$ cat src/rtl/spi_arb_if.sv
// rtl/spi_arb_if.sv - requester and spi_mt master signals shared by spi_arb
// slave = arbiter side, master = requesters plus spi_mt (environment side).
interface spi_arb_if #(
  parameter int a_width = 16,
  parameter int d_width = 8
);
  logic               req0_valid;
  logic               req0_rd;
  logic [a_width-1:0] req0_addr;
  logic [d_width-1:0] req0_wdata;
  logic               req0_ready;
  logic               req0_done;
  logic               req0_err;
  logic [d_width-1:0] req0_rdata;

  logic               req1_valid;
  logic               req1_rd;
  logic [a_width-1:0] req1_addr;
  logic [d_width-1:0] req1_wdata;
  logic               req1_ready;
  logic               req1_done;
  logic               req1_err;
  logic [d_width-1:0] req1_rdata;

  logic               m_start;
  logic [1:0]         m_r_w;
  logic [a_width-1:0] m_w_addr;
  logic [d_width-1:0] m_w_data;
  logic [a_width-1:0] m_r_addr;
  logic [d_width-1:0] m_r_data;
  logic               m_cs;

  modport slave (
    input  req0_valid, req0_rd, req0_addr, req0_wdata,
    input  req1_valid, req1_rd, req1_addr, req1_wdata,
    input  m_r_data, m_cs,
    output req0_ready, req0_done, req0_err, req0_rdata,
    output req1_ready, req1_done, req1_err, req1_rdata,
    output m_start, m_r_w, m_w_addr, m_w_data, m_r_addr
  );

  modport master (
    output req0_valid, req0_rd, req0_addr, req0_wdata,
    output req1_valid, req1_rd, req1_addr, req1_wdata,
    output m_r_data, m_cs,
    input  req0_ready, req0_done, req0_err, req0_rdata,
    input  req1_ready, req1_done, req1_err, req1_rdata,
    input  m_start, m_r_w, m_w_addr, m_w_data, m_r_addr
  );
endinterface

$ cat src/rtl/spi_arb.sv
// rtl/spi_arb.sv - two-port round-robin arbiter/sequencer in front of spi_mt
// Completion is tracked from the master's chip-select; a stalled wait aborts with err.
module spi_arb #(
  parameter int a_width = 16,
  parameter int d_width = 8,
  parameter int TIMEOUT = 1023
) (
  input  logic     clk,
  input  logic     rst,
  spi_arb_if.slave bus
);
  localparam int CW = (TIMEOUT < 1) ? 1 : $clog2(TIMEOUT + 1);
  localparam logic [CW-1:0] TMAX = CW'(TIMEOUT);

  typedef enum logic [2:0] {
    S_IDLE,
    S_ISSUE,
    S_WAIT_LOW,
    S_WAIT_HIGH,
    S_DONE
  } state_e;

  state_e             state_q, state_d;
  logic               win_q, win_d;
  logic               rd_q, rd_d;
  logic [a_width-1:0] addr_q, addr_d;
  logic [d_width-1:0] wdata_q, wdata_d;
  logic               last_q, last_d;
  logic [CW-1:0]      cnt_q, cnt_d;
  logic               err_q, err_d;
  logic [d_width-1:0] rdata0_q, rdata0_d;
  logic [d_width-1:0] rdata1_q, rdata1_d;
  logic               cap_en;
  logic [d_width-1:0] cap_val;

  always_ff @(posedge clk) begin
    if (rst) begin
      state_q  <= S_IDLE;
      win_q    <= 1'b0;
      rd_q     <= 1'b0;
      addr_q   <= '0;
      wdata_q  <= '0;
      last_q   <= 1'b1;
      cnt_q    <= '0;
      err_q    <= 1'b0;
      rdata0_q <= '0;
      rdata1_q <= '0;
    end else begin
      state_q  <= state_d;
      win_q    <= win_d;
      rd_q     <= rd_d;
      addr_q   <= addr_d;
      wdata_q  <= wdata_d;
      last_q   <= last_d;
      cnt_q    <= cnt_d;
      err_q    <= err_d;
      rdata0_q <= rdata0_d;
      rdata1_q <= rdata1_d;
    end
  end

  always_comb begin
    state_d = state_q;
    win_d   = win_q;
    rd_d    = rd_q;
    addr_d  = addr_q;
    wdata_d = wdata_q;
    last_d  = last_q;
    cnt_d   = cnt_q;
    err_d   = err_q;
    cap_en  = 1'b0;
    cap_val = '0;

    case (state_q)
      S_IDLE: begin
        if (bus.req0_valid || bus.req1_valid) begin
          // On contention the requester that did not win last time goes first.
          win_d   = (bus.req0_valid && bus.req1_valid) ? ~last_q : bus.req1_valid;
          rd_d    = win_d ? bus.req1_rd    : bus.req0_rd;
          addr_d  = win_d ? bus.req1_addr  : bus.req0_addr;
          wdata_d = win_d ? bus.req1_wdata : bus.req0_wdata;
          state_d = S_ISSUE;
        end
      end
      S_ISSUE: begin
        cnt_d   = '0;
        err_d   = 1'b0;
        state_d = S_WAIT_LOW;
      end
      S_WAIT_LOW: begin
        if (!bus.m_cs) begin
          cnt_d   = '0;
          state_d = S_WAIT_HIGH;
        end else if (cnt_q == TMAX) begin
          err_d   = 1'b1;
          cap_en  = 1'b1;
          state_d = S_DONE;
        end else begin
          cnt_d = cnt_q + CW'(1);
        end
      end
      S_WAIT_HIGH: begin
        if (bus.m_cs) begin
          cap_en  = 1'b1;
          cap_val = rd_q ? bus.m_r_data : '0;
          state_d = S_DONE;
        end else if (cnt_q == TMAX) begin
          err_d   = 1'b1;
          cap_en  = 1'b1;
          state_d = S_DONE;
        end else begin
          cnt_d = cnt_q + CW'(1);
        end
      end
      S_DONE: begin
        last_d  = win_q;
        state_d = S_IDLE;
      end
      default: state_d = S_IDLE;
    endcase

    rdata0_d = (cap_en && !win_q) ? cap_val : rdata0_q;
    rdata1_d = (cap_en &&  win_q) ? cap_val : rdata1_q;
  end

  logic active;
  assign active = (state_q != S_IDLE);

  assign bus.m_start  = (state_q == S_ISSUE);
  assign bus.m_r_w    = !active ? 2'b00 : (rd_q ? 2'b10 : 2'b01);
  assign bus.m_w_addr = (active && !rd_q) ? addr_q  : '0;
  assign bus.m_w_data = (active && !rd_q) ? wdata_q : '0;
  assign bus.m_r_addr = (active &&  rd_q) ? addr_q  : '0;

  assign bus.req0_ready = (state_q == S_ISSUE) && !win_q;
  assign bus.req1_ready = (state_q == S_ISSUE) &&  win_q;
  assign bus.req0_done  = (state_q == S_DONE)  && !win_q;
  assign bus.req1_done  = (state_q == S_DONE)  &&  win_q;
  assign bus.req0_err   = bus.req0_done && err_q;
  assign bus.req1_err   = bus.req1_done && err_q;
  assign bus.req0_rdata = rdata0_q;
  assign bus.req1_rdata = rdata1_q;
endmodule

$ cat src/flat_wrapper.sv
// flat-port wrapper written by rule: the top's interface ports become plain ports
module spi_arb_flat 
#(
  parameter int a_width = 16,
  parameter int d_width = 8,
  parameter int TIMEOUT = 1023
)
  (clk, rst, bus_req0_valid, bus_req0_rd, bus_req0_addr, bus_req0_wdata, bus_req1_valid, bus_req1_rd, bus_req1_addr, bus_req1_wdata, bus_m_r_data, bus_m_cs, bus_req0_ready, bus_req0_done, bus_req0_err, bus_req0_rdata, bus_req1_ready, bus_req1_done, bus_req1_err, bus_req1_rdata, bus_m_start, bus_m_r_w, bus_m_w_addr, bus_m_w_data, bus_m_r_addr);
  spi_arb_if #(.a_width(a_width), .d_width(d_width)) bus_i ();
  input  logic clk;
  input  logic rst;
  input wire logic [$bits(bus_i.req0_valid)-1:0] bus_req0_valid;
  input wire logic [$bits(bus_i.req0_rd)-1:0] bus_req0_rd;
  input wire logic [$bits(bus_i.req0_addr)-1:0] bus_req0_addr;
  input wire logic [$bits(bus_i.req0_wdata)-1:0] bus_req0_wdata;
  input wire logic [$bits(bus_i.req1_valid)-1:0] bus_req1_valid;
  input wire logic [$bits(bus_i.req1_rd)-1:0] bus_req1_rd;
  input wire logic [$bits(bus_i.req1_addr)-1:0] bus_req1_addr;
  input wire logic [$bits(bus_i.req1_wdata)-1:0] bus_req1_wdata;
  input wire logic [$bits(bus_i.m_r_data)-1:0] bus_m_r_data;
  input wire logic [$bits(bus_i.m_cs)-1:0] bus_m_cs;
  output wire logic [$bits(bus_i.req0_ready)-1:0] bus_req0_ready;
  output wire logic [$bits(bus_i.req0_done)-1:0] bus_req0_done;
  output wire logic [$bits(bus_i.req0_err)-1:0] bus_req0_err;
  output wire logic [$bits(bus_i.req0_rdata)-1:0] bus_req0_rdata;
  output wire logic [$bits(bus_i.req1_ready)-1:0] bus_req1_ready;
  output wire logic [$bits(bus_i.req1_done)-1:0] bus_req1_done;
  output wire logic [$bits(bus_i.req1_err)-1:0] bus_req1_err;
  output wire logic [$bits(bus_i.req1_rdata)-1:0] bus_req1_rdata;
  output wire logic [$bits(bus_i.m_start)-1:0] bus_m_start;
  output wire logic [$bits(bus_i.m_r_w)-1:0] bus_m_r_w;
  output wire logic [$bits(bus_i.m_w_addr)-1:0] bus_m_w_addr;
  output wire logic [$bits(bus_i.m_w_data)-1:0] bus_m_w_data;
  output wire logic [$bits(bus_i.m_r_addr)-1:0] bus_m_r_addr;
  assign bus_i.req0_valid = bus_req0_valid;
  assign bus_i.req0_rd = bus_req0_rd;
  assign bus_i.req0_addr = bus_req0_addr;
  assign bus_i.req0_wdata = bus_req0_wdata;
  assign bus_i.req1_valid = bus_req1_valid;
  assign bus_i.req1_rd = bus_req1_rd;
  assign bus_i.req1_addr = bus_req1_addr;
  assign bus_i.req1_wdata = bus_req1_wdata;
  assign bus_i.m_r_data = bus_m_r_data;
  assign bus_i.m_cs = bus_m_cs;
  assign bus_req0_ready = bus_i.req0_ready;
  assign bus_req0_done = bus_i.req0_done;
  assign bus_req0_err = bus_i.req0_err;
  assign bus_req0_rdata = bus_i.req0_rdata;
  assign bus_req1_ready = bus_i.req1_ready;
  assign bus_req1_done = bus_i.req1_done;
  assign bus_req1_err = bus_i.req1_err;
  assign bus_req1_rdata = bus_i.req1_rdata;
  assign bus_m_start = bus_i.m_start;
  assign bus_m_r_w = bus_i.m_r_w;
  assign bus_m_w_addr = bus_i.m_w_addr;
  assign bus_m_w_data = bus_i.m_w_data;
  assign bus_m_r_addr = bus_i.m_r_addr;
  spi_arb #(.a_width(a_width), .d_width(d_width), .TIMEOUT(TIMEOUT)) u_core (.clk(clk), .rst(rst), .bus(bus_i));
endmodule
$ cat config.mk
export PLATFORM = sky130hd
export DESIGN_NAME = spi_arb_flat
export DESIGN_NICKNAME = d
export VERILOG_FILES = /design/src/rtl/spi_arb_if.sv /design/src/rtl/spi_arb.sv /design/src/flat_wrapper.sv
export SDC_FILE = /design/constraint.sdc
export NUM_CORES = 1
export LEC_CHECK = 0
export ABC_CLOCK_PERIOD_IN_PS = 2100
export CORE_MARGIN = 3
export CORE_UTILIZATION = 44
export DETAILED_ROUTE_END_ITERATION = 16
export GPL_TIMING_DRIVEN = 0
export PLACE_DENSITY_LB_ADDON = 0.2
export SYNTH_ARGS = -nofsm -noshare
export SYNTH_HDL_FRONTEND = slang
export SYNTH_SLANG_ARGS = --single-unit
$ cat constraint.sdc
create_clock -name clk -period 2.1 [get_ports clk]
set_input_delay 0.63 -clock clk [delete_from_list [all_inputs] [get_ports clk]]
set_output_delay 0.63 -clock clk [all_outputs]
set_load 0.005 [all_outputs]
Fig. 1: run 1, signal wires on met1
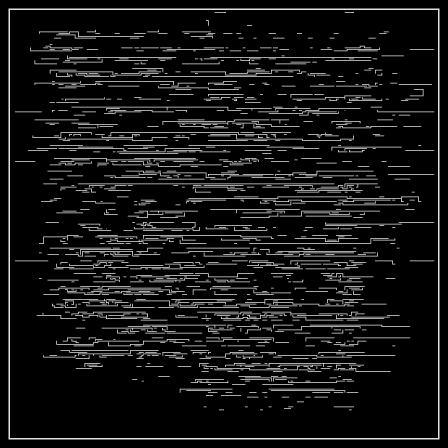
- nets with wire on the layer: 537
- share of all routed wire: 39%
final wirelength: 11.1 mm
global routing usage on met1: 30.7%
vias post-DR: 3570

Fig. 2: run 1, metal 2
Scale bar: 20 um.
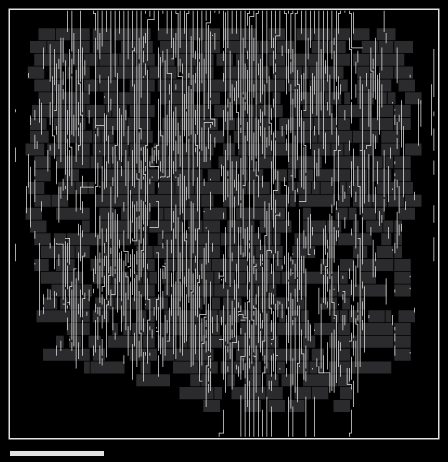
- main direction: vertical
- nets with wire on the layer: 527
- wire length on this layer: 5570 um
met2 usage: 43.4%

Fig. 3: run 1, met3 routing
Scale bar: 20 um.
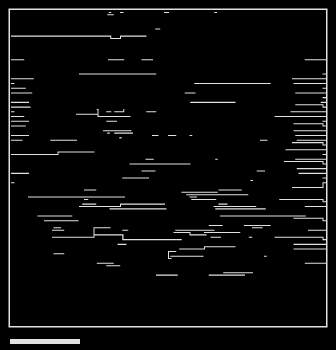
- longest straight run: 28.5 um
- main direction: horizontal
- wire length on this layer: 887 um
- nets with wire on the layer: 97
- share of all routed wire: 8.0%
grt met3 use: 8.00%

-- run 1: cell type report --
type / count / area share (%)
Buffer: 35 / 4.49
Clock buffer: 10 / 2.49
Clock inverter: 6 / 0.683
Inverter: 10 / 0.732
Multi-Input combinational cell: 278 / 38.4
Sequential cell: 57 / 22.4
Tap cell: 96 / 2.34
Timing Repair Buffer: 150 / 28.5
-- run 1: through the flow --
| stage | instance area, sq um | setup TNS (ns) |
|---|---|---|
| after floorplan | 3160 | 0 |
| after global placement | 4550 | -40.90 |
| after detailed placement | 4550 | -44.21 |
| after CTS | 4930 | -5.94 |
| after global routing | 5130 | -8.68 |
| final | 5130 | -6.76 |
==> ci_impl_report.md, run 1 <==
## PnR job results

| Metric | Value |
|---|---|
| Status | `finished, violations left` |
| Failing checks | `negative setup slack` |
| Combinational Power | `0.00147 W` |
| Reg2reg path depth | `8` |
| Most numerous cell in the Yosys netlist | `dfxtp_1` |
| Vias in the first global route | `3421` |
| Top-area cell share | `36.1%` |
| Max reg flops | `16` |
| Slew @ Worst Pin | `0.587 ns` |
| Initial Utilization | `46.1%` |
| Syn_nets | `445` |
| Final setup fails | `44` |
| Clock Tree Root | `clkbuf_8` |
| CTS Hold Buffers Added | `0` |
| WHS | `0.472 ns` |
| Synth Seq Share | `36.1%` |
| Setup Skew | `0.00734 ns` |
| Netlist Area Pre-Place | `0.00316 sq mm` |
| Crit path to | `bus_m_w_addr[7]` |
| Max Clock Freq | `0.437 GHz` |
| RSZ-0062 raised after global routing | `yes` |
| Met1 WL | `4.32 mm` |
| Post-synth regs | `57` |
| CP Capture Type | `output pin` |
| Final Instance Count excl. Fillers | `642` |
| # Post-CTS Setup Buffers | `15` |
| Setup WS post-layout | `-0.191 ns` |
| Layout cells sized above 1 | `30.4%` |
| Commonest cells post-synth | `dfxtp_1 (57), and2_1 (45), nor2_1 (34)` |
| CTS tree | `yes` |
| P_seq | `0.00133 W` |
==> run 1 -> run 2 <==
--- a/config.mk
+++ b/config.mk
@@ -8,6 +8,7 @@
 export ABC_CLOCK_PERIOD_IN_PS = 2100
 export CORE_MARGIN = 3
 export CORE_UTILIZATION = 44
+export CTS_CLUSTER_DIAMETER = 30
 export DETAILED_ROUTE_END_ITERATION = 16
 export GPL_TIMING_DRIVEN = 0
 export PLACE_DENSITY_LB_ADDON = 0.2
Fig. 4: run 2, met3 routing
Scale bar: 20 um.
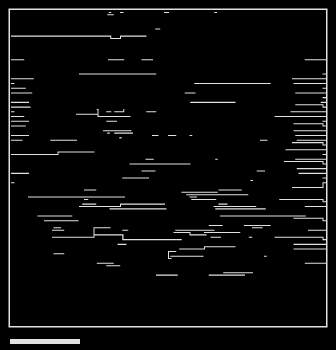
- wire length on this layer: 887 um
- longest straight run: 28.5 um
- main direction: horizontal
- nets with wire on the layer: 97

Fig. 5: run 2, metal 2
Scale bar: 20 um.
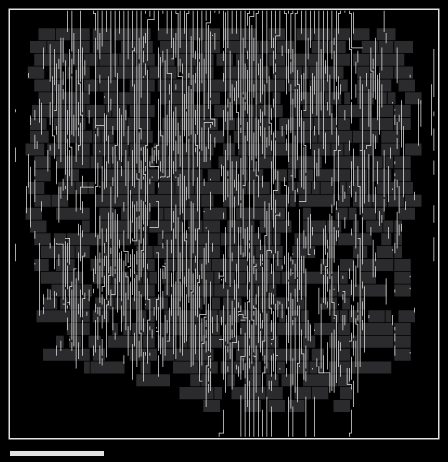
- main direction: vertical
- longest straight run: 47.4 um
- wire length on this layer: 5570 um
- share of all routed wire: 50%
- nets with wire on the layer: 527

==> run 2 against run 1 <==
Against the previous run: the flow still finishes with violations (negative setup slack); sequential power about the same; utilization is the same; synthesized area did not move; count of clock-buffer cells in the layout unchanged; hold slack stayed put; global-route usage unchanged; clock power hardly changed; largest power group unchanged; routed wire length is the same; die size stayed put.
==> ci_impl_report.md, run 2 <==
## PnR job results

| Metric | Value |
|---|---|
| Status | `finished, violations left` |
| Failing checks | `negative setup slack` |
| #MultiIn Comb | `278 (unchanged)` |
| Max Clock Freq | `0.437 GHz (unchanged)` |
| Seq cells | `57 (unchanged)` |
| Clock Tree Root | `clkbuf_8` |
| Final wirelength | `11.1 mm (unchanged)` |
| CTS tree | `yes` |
| Top-area cell share | `36.1% (unchanged)` |
| Sum Neg Setup Slack | `-6.76 ns (unchanged)` |
| Crit path to | `bus_m_w_addr[7]` |
| CTS Hold Buffers Added | `0 (unchanged)` |
| Syn_nets | `445 (unchanged)` |
| Reg2reg path depth | `8 (unchanged)` |
| Routed Antenna Nets | `0` |
| Tapcell Cnt | `96 (unchanged)` |
| Clk cell area share | `3.17% (unchanged)` |
| CP Capture Type | `output pin` |
| Slew @ Worst Pin | `0.587 ns (unchanged)` |
| Final Instance Count excl. Fillers | `642 (unchanged)` |
| Setup Skew | `0.00734 ns (unchanged)` |
| Setup WS post-layout | `-0.191 ns (unchanged)` |
| Vias post-DR | `3570 (unchanged)` |
| WHS | `0.472 ns (unchanged)` |
| Final setup fails | `44 (unchanged)` |
| Signal inverters | `10 (unchanged)` |
| Flop share of the area | `22.4% (unchanged)` |
| Layout cells sized above 1 | `30.4% (unchanged)` |
| Signal buf overhead | `33.0% (unchanged)` |
| Most numerous logic cell after layout | `clkdlybuf4s50_1` |
| Post-synth regs | `57 (unchanged)` |
| # Post-CTS Setup Buffers | `15 (unchanged)` |
| Bufs w/o clock | `185 (unchanged)` |
| Commonest cells post-synth | `dfxtp_1 (57), and2_1 (45), nor2_1 (34)` |
| Cell Area, Placed | `0.00455 sq mm (unchanged)` |
| Most numerous cell in the Yosys netlist | `dfxtp_1` |
| RSZ-0062 raised after global routing | `yes` |
[run 2: cell counts after synthesis]
No cell type changed its count.
[run 2: kinds of logic after synthesis]
kind of cell / count (synthesis)
xor+xnor: 1
buf+inv: 46
simple gates: 164
flops: 57
mux: 27
fa+ha+maj: 1
compound gates: 85
[run 2: power by group]
| part | switching [W] | internal, W | leakage, nW |
|---|---|---|---|
| logic | 0.000659 | 0.000810 | 1.47 |
| registers | 0.000106 | 0.00123 | 0.470 |
| clock network | 0.000467 | 0.000419 | 0.0818 |
[run 2: per-layer routing]
| layer | wire, um | global-route usage (%) |
|---|---|---|
| met1 | 4320 | 30.7 |
| met2 | 5570 | 43.4 |
| met3 | 887 | 8.00 |
| met4 | 361 | 10.7 |
| met5 | 0 | 0 |
Power and IR drop assume default switching activity.
